`src/rtl/pipe_stage_buffer.sv`:
```
// Elastic pipeline-stage buffer: DEPTH-entry circular store with freeze/flush; one-cycle latency, no fall-through.
// Backpressure: in_ready depends only on state, freeze and flush (never on out_ready); a full buffer refuses pushes.
module pipe_stage_buffer #(
  parameter int               WIDTH             = 64,
  parameter int               DEPTH             = 2,
  parameter logic [WIDTH-1:0] BUBBLE            = '0,
  parameter bit               FREEZE_OVER_FLUSH = 1'b1
) (
  input  logic                         clk,
  input  logic                         rst,
  input  logic                         freeze,
  input  logic                         flush,
  input  logic                         in_valid,
  output logic                         in_ready,
  input  logic [WIDTH-1:0]             in_data,
  output logic                         out_valid,
  input  logic                         out_ready,
  output logic [WIDTH-1:0]             out_data,
  output logic [$clog2(DEPTH+1)-1:0]   count,
  output logic                         full,
  output logic                         empty
);

  localparam int             CW       = $clog2(DEPTH+1);
  localparam int             PW       = (DEPTH > 1) ? $clog2(DEPTH) : 1;
  localparam logic [PW-1:0]  LAST     = PW'(DEPTH-1);
  localparam logic [CW-1:0]  FULL_CNT = CW'(DEPTH);

  logic [WIDTH-1:0] mem [2**PW];
  logic [PW-1:0]    rd_ptr;
  logic [PW-1:0]    wr_ptr;
  logic             flush_eff;
  logic             freeze_eff;
  logic             push;
  logic             pop;

  // Pointers wrap at DEPTH-1 explicitly so non-power-of-2 depths work.
  function automatic logic [PW-1:0] next_ptr(input logic [PW-1:0] p);
    return (p == LAST) ? '0 : p + PW'(1);
  endfunction

  assign flush_eff  = flush & ~(freeze & FREEZE_OVER_FLUSH);
  assign freeze_eff = freeze & ~flush_eff;

  assign full      = (count == FULL_CNT);
  assign empty     = (count == '0);
  assign in_ready  = ~freeze_eff & ~flush_eff & ~full;
  assign out_valid = ~empty & ~freeze_eff & ~flush_eff;
  assign push      = in_valid & in_ready;
  assign pop       = out_valid & out_ready;
  assign out_data  = empty ? BUBBLE : mem[rd_ptr];

  always_ff @(posedge clk) begin
    if (rst) begin
      rd_ptr <= '0;
      wr_ptr <= '0;
      count  <= '0;
    end else if (flush_eff) begin
      rd_ptr <= '0;
      wr_ptr <= '0;
      count  <= '0;
    end else begin
      if (push) wr_ptr <= next_ptr(wr_ptr);
      if (pop)  rd_ptr <= next_ptr(rd_ptr);
      case ({push, pop})
        2'b10:   count <= count + CW'(1);
        2'b01:   count <= count - CW'(1);
        default: count <= count;
      endcase
    end
  end

  // Payload storage carries no reset; only occupancy decides what is visible.
  always_ff @(posedge clk) begin
    if (push && !rst) mem[wr_ptr] <= in_data;
  end

endmodule

```
`config.mk`:
```
export PLATFORM = sky130hd
export DESIGN_NAME = pipe_stage_buffer
export DESIGN_NICKNAME = d
export VERILOG_FILES = /design/src/rtl/pipe_stage_buffer.sv
export SDC_FILE = /design/constraint.sdc
export NUM_CORES = 1
export LEC_CHECK = 0
export ABC_CLOCK_PERIOD_IN_PS = 4600
export CORE_ASPECT_RATIO = 0.5
export CORE_MARGIN = 2
export CORE_UTILIZATION = 43
export DETAILED_ROUTE_END_ITERATION = 8
export HOLD_SLACK_MARGIN = 0.06
export PLACE_DENSITY_LB_ADDON = 0.08
export SLEW_MARGIN = 10
export SYNTH_ARGS = -nofsm -noshare
export SYNTH_HDL_FRONTEND = slang
export SYNTH_SLANG_ARGS = --single-unit
```
`constraint.sdc`:
```
create_clock -name clk -period 4.6 [get_ports clk]
set_clock_uncertainty 0.15 [all_clocks]
set_input_delay 0.46 -clock clk [delete_from_list [all_inputs] [get_ports clk]]
set_output_delay 0.46 -clock clk [all_outputs]
set_load 0.01 [all_outputs]
```
**Selected gate families**

Drawn at 2 px/um.
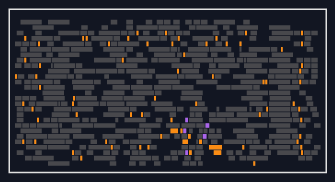
inverting AOI/OAI gates -> purple  # cells 5, where bottom middle
NOR gates -> orange  # cells 72, where all over the die
most frequent logic cell in the layout: clkdlybuf4s50_1
combinational share of cell area: 15.1%
post-route insts no fill: 619

**Clock wiring as the flow saved it**

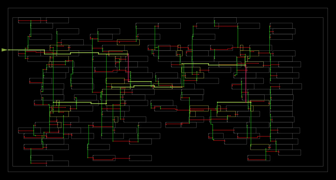
total CTS buffers: 17
clk sinks: 133
clock buffer count in the final layout: 18
Clk. pwr: 0.00123 W
Late-Pin Clk Latency: 0.39 ns

==> run_results.csv <==
group,metric,value,unit
setup_path,r2r_cells,4,
setup_path,r2r-start,"count[0]$_SDFFE_PP0P_",
floorplanning,coreArea,0.0112,mm2
cts,cts_setup_buffers,0,
timing,tns,0,ns
timing,hold_ws,0.364,ns
timing,post-route-min-period,3.25,ns
layout,syn2layout_area_growth,41.8,%
setup_path,cp.arrival,2.64,ns
floorplanning,chipHeight,80.9,um
drt,drc,0,
pwr,comb_power_share,5.8,%
pwr,powerDensity,381,mW/mm2
pwr,powerComb,0.000159,W
synth,yosys_area,0.00508,mm2
synth,common_cells,"edfxtp_1, nor2_1, mux2i_1",
layout,nFillCells,795,
pwr,peakVddDrop,0.280,mV
layout,seq_area,0.00395,mm2
synth,ys_ff,133,
run_status,status,"finished, final reports clean",
setup_path,critPathKind,"flip-flop to primary output",
hold_path,hold-path-endpoint,"wr_ptr$_SDFFE_PP0P_",
placed_design,placed_area,0.00666,mm2
floorplanning,fp.dieArea,0.0128,mm2
synth,synth_area,0.00508,mm2
cts,cts_tree,"yes",
synth,enable_flop_cells,128,
synth,synth_top_cell_by_area,"edfxtp_1",
synth,synthesis.nets,373,
cts,cts_resized,0,
synth,netlist_instances,302,
pwr,power.leakage,2.26,nW
synth,most_common_cell,"edfxtp_1",
setup_path,path_max_fanout,40,
cts,cts_max_path_buffers,2,
pwr,top_power_group,"registers",
synth,synth-main-ff-cell,"edfxtp_1",
layout,fin_util,64.0,%
setup_path,r2r_slack,1.98,ns
hold_path,min_from,"wr_ptr$_SDFFE_PP0P_",
cts,cts_hold_buf,0,
timing,hold_viol,0,
floorplanning,initial_core_util,45.2,%
synth,topCellsByArea,"edfxtp_1, mux2i_1, nor2_1",
global_route,grt_overflow_total,0,
setup_path,slowest_stage,"nor2_4",
synth,yosysWarnings,0,
global_route,grt_pass1_vias,3025,
pwr,p_sw,0.000524,W
setup_path,crit_start,"count[0]$_SDFFE_PP0P_",
pwr,p_seq_share,49.2,%
setup_path,endpoint,"out_data[12]",
run,drv_cap,0,
layout,final_area,0.00720,mm2
timing,drv_slew,0,
setup_path,reg2reg_to,"mem[1][55]$_DFFE_PP_",
pwr,switching_share,19.1,%
synth,synth-seq-area-share,77.6,%
global_route,grt_pass1_wl,14900,um
setup_path,cp_cell_sequence,"nor2_4 > buf_4 > nor2_1 > clkdlybuf4s50_1",
setup_path,crit_required,3.99,ns
cts,cts-htree-levels,4,
drt,drtIter0Drc,148,
pwr,p_int,0.00222,W
timing,worst_pin_slew,1.13,ns
placed_design,dp_hpwl,6190,um
pwr,p_seq,0.00135,W
floorplanning,top_level_ports,140,
layout,logic_area,0.00108,mm2
synth,yosysTopAreaCellShare,75.7,%
setup_path,max_stage_delay,0.78,ns
drt,dr.pass1.iters,4,
global_route,grt_max_degree,65,
synth,yosys_cells,302,
timing,rsz0062_at_grt,"false",
cts,cts-root-buf,"clkbuf_16",
timing,fin_crit_sh,70.7,%
setup_path,cp_top_family,"buffers and inverters",
cts,path_clk_slew,0.05,ns
synth,async_reset_ff_share,0,%
layout,nNetsFinal,519,
synth,syn_avg_cell_area,16.8,um2
timing,finalSetupViolCount,0,
**Clock network drawn from the DEF**

Drawn at 2 px/um.
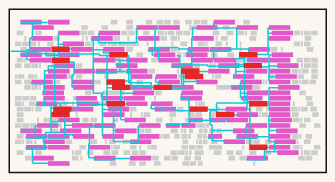
cells driving clock nets -> red  # count 17
flip-flops -> magenta  # count 133
clock wires -> cyan  # length 1,460 um
flops lie = all over the die
clock power share: 45.0%

**Routed metal, one colour a layer**

Drawn at 4 px/um.
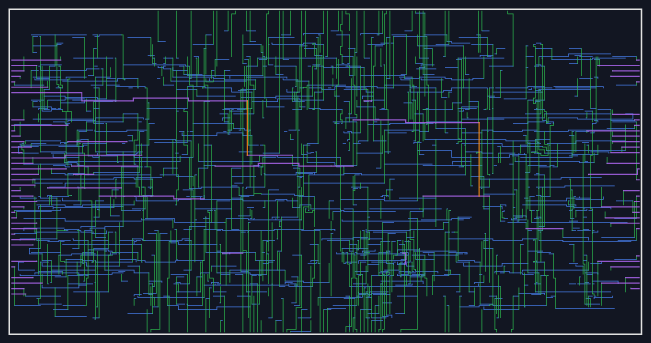
met4 -> orange  # wire length 32.0 um
met2 -> green  # wire length 4,940 um
met1 -> blue  # wire length 4,320 um
met3 -> purple  # wire length 623 um
total track usage: 15.9%
via count: 2,932
Final Routed Wirelength: 9920 um
Routed wire per std cell: 16.0 um

final cells by class:
type                       instances  share of cell area [%]
sequential                       133                    54.8
timing repair buffer             142                    19.8
multi-input combinational        154                    15.1
clock buffer                      18                    5.96
tap                              159                    2.76
clock inverter                    13                    1.62
cells in the final DEF, fill, tap and decap left out, types with 2 or more instances in the layout:
cell / count
a31oi_1: 2
buf_4: 2
bufinv_16: 2
clkbuf_16: 17
clkdlybuf4s50_1: 139
clkinv_1: 5
clkinv_2: 3
clkinvlp_4: 3
dfxtp_1: 4
edfxtp_1: 128
mux2i_1: 65
nand2b_1: 2
nand3b_1: 2
nor2_1: 65
nor2_4: 2
nor3_1: 3
logic make-up (layout without fill, tap and decap cells):
kind of cell | count (synthesis) | after routing | synth area share [%]
AOI/OAI and AO/OA | 5 | 5 | 0.542
xor gates and xnor gates | 2 | 2 | 0.345
adders and majority gates | 1 | 1 | 0.246
buffers and inverters | 15 | 173 | 1.43
DFF | 133 | 133 | 77.6
muxes | 65 | 65 | 12.8
and+or+nand+nor | 81 | 81 | 6.99
worst min-delay path, stage by stage, from the launching register on:
cell	delay, ns
dfxtp_1	0.32
nand3b_1	0.08
mux2i_1	0.06
stage by stage:
stage / power (W) / instances
floorplan: 0.00142 / 302
global placement: 0.00153 / 588
detailed placement: 0.00153 / 588
CTS: 0.00277 / 619
global route: 0.00283 / 619
finish: 0.00274 / 619
flip-flops by register name (all words and copies together) (netlist names), named ones only:
signal,cells
rd_ptr,1
mem,128
count,2
wr_ptr,1
per-layer routing:
layer  share of wire, %  global-route usage (%)  up-vias
met5                  0                       0        -
met4               0.31                    4.09        0
met3                6.3                    5.87        4
met2                 50                    27.4       92
met1                 44                    19.2     1414
li1                   -                       -     1422
No activity file was given, so power comes from the tool's default toggle rates.
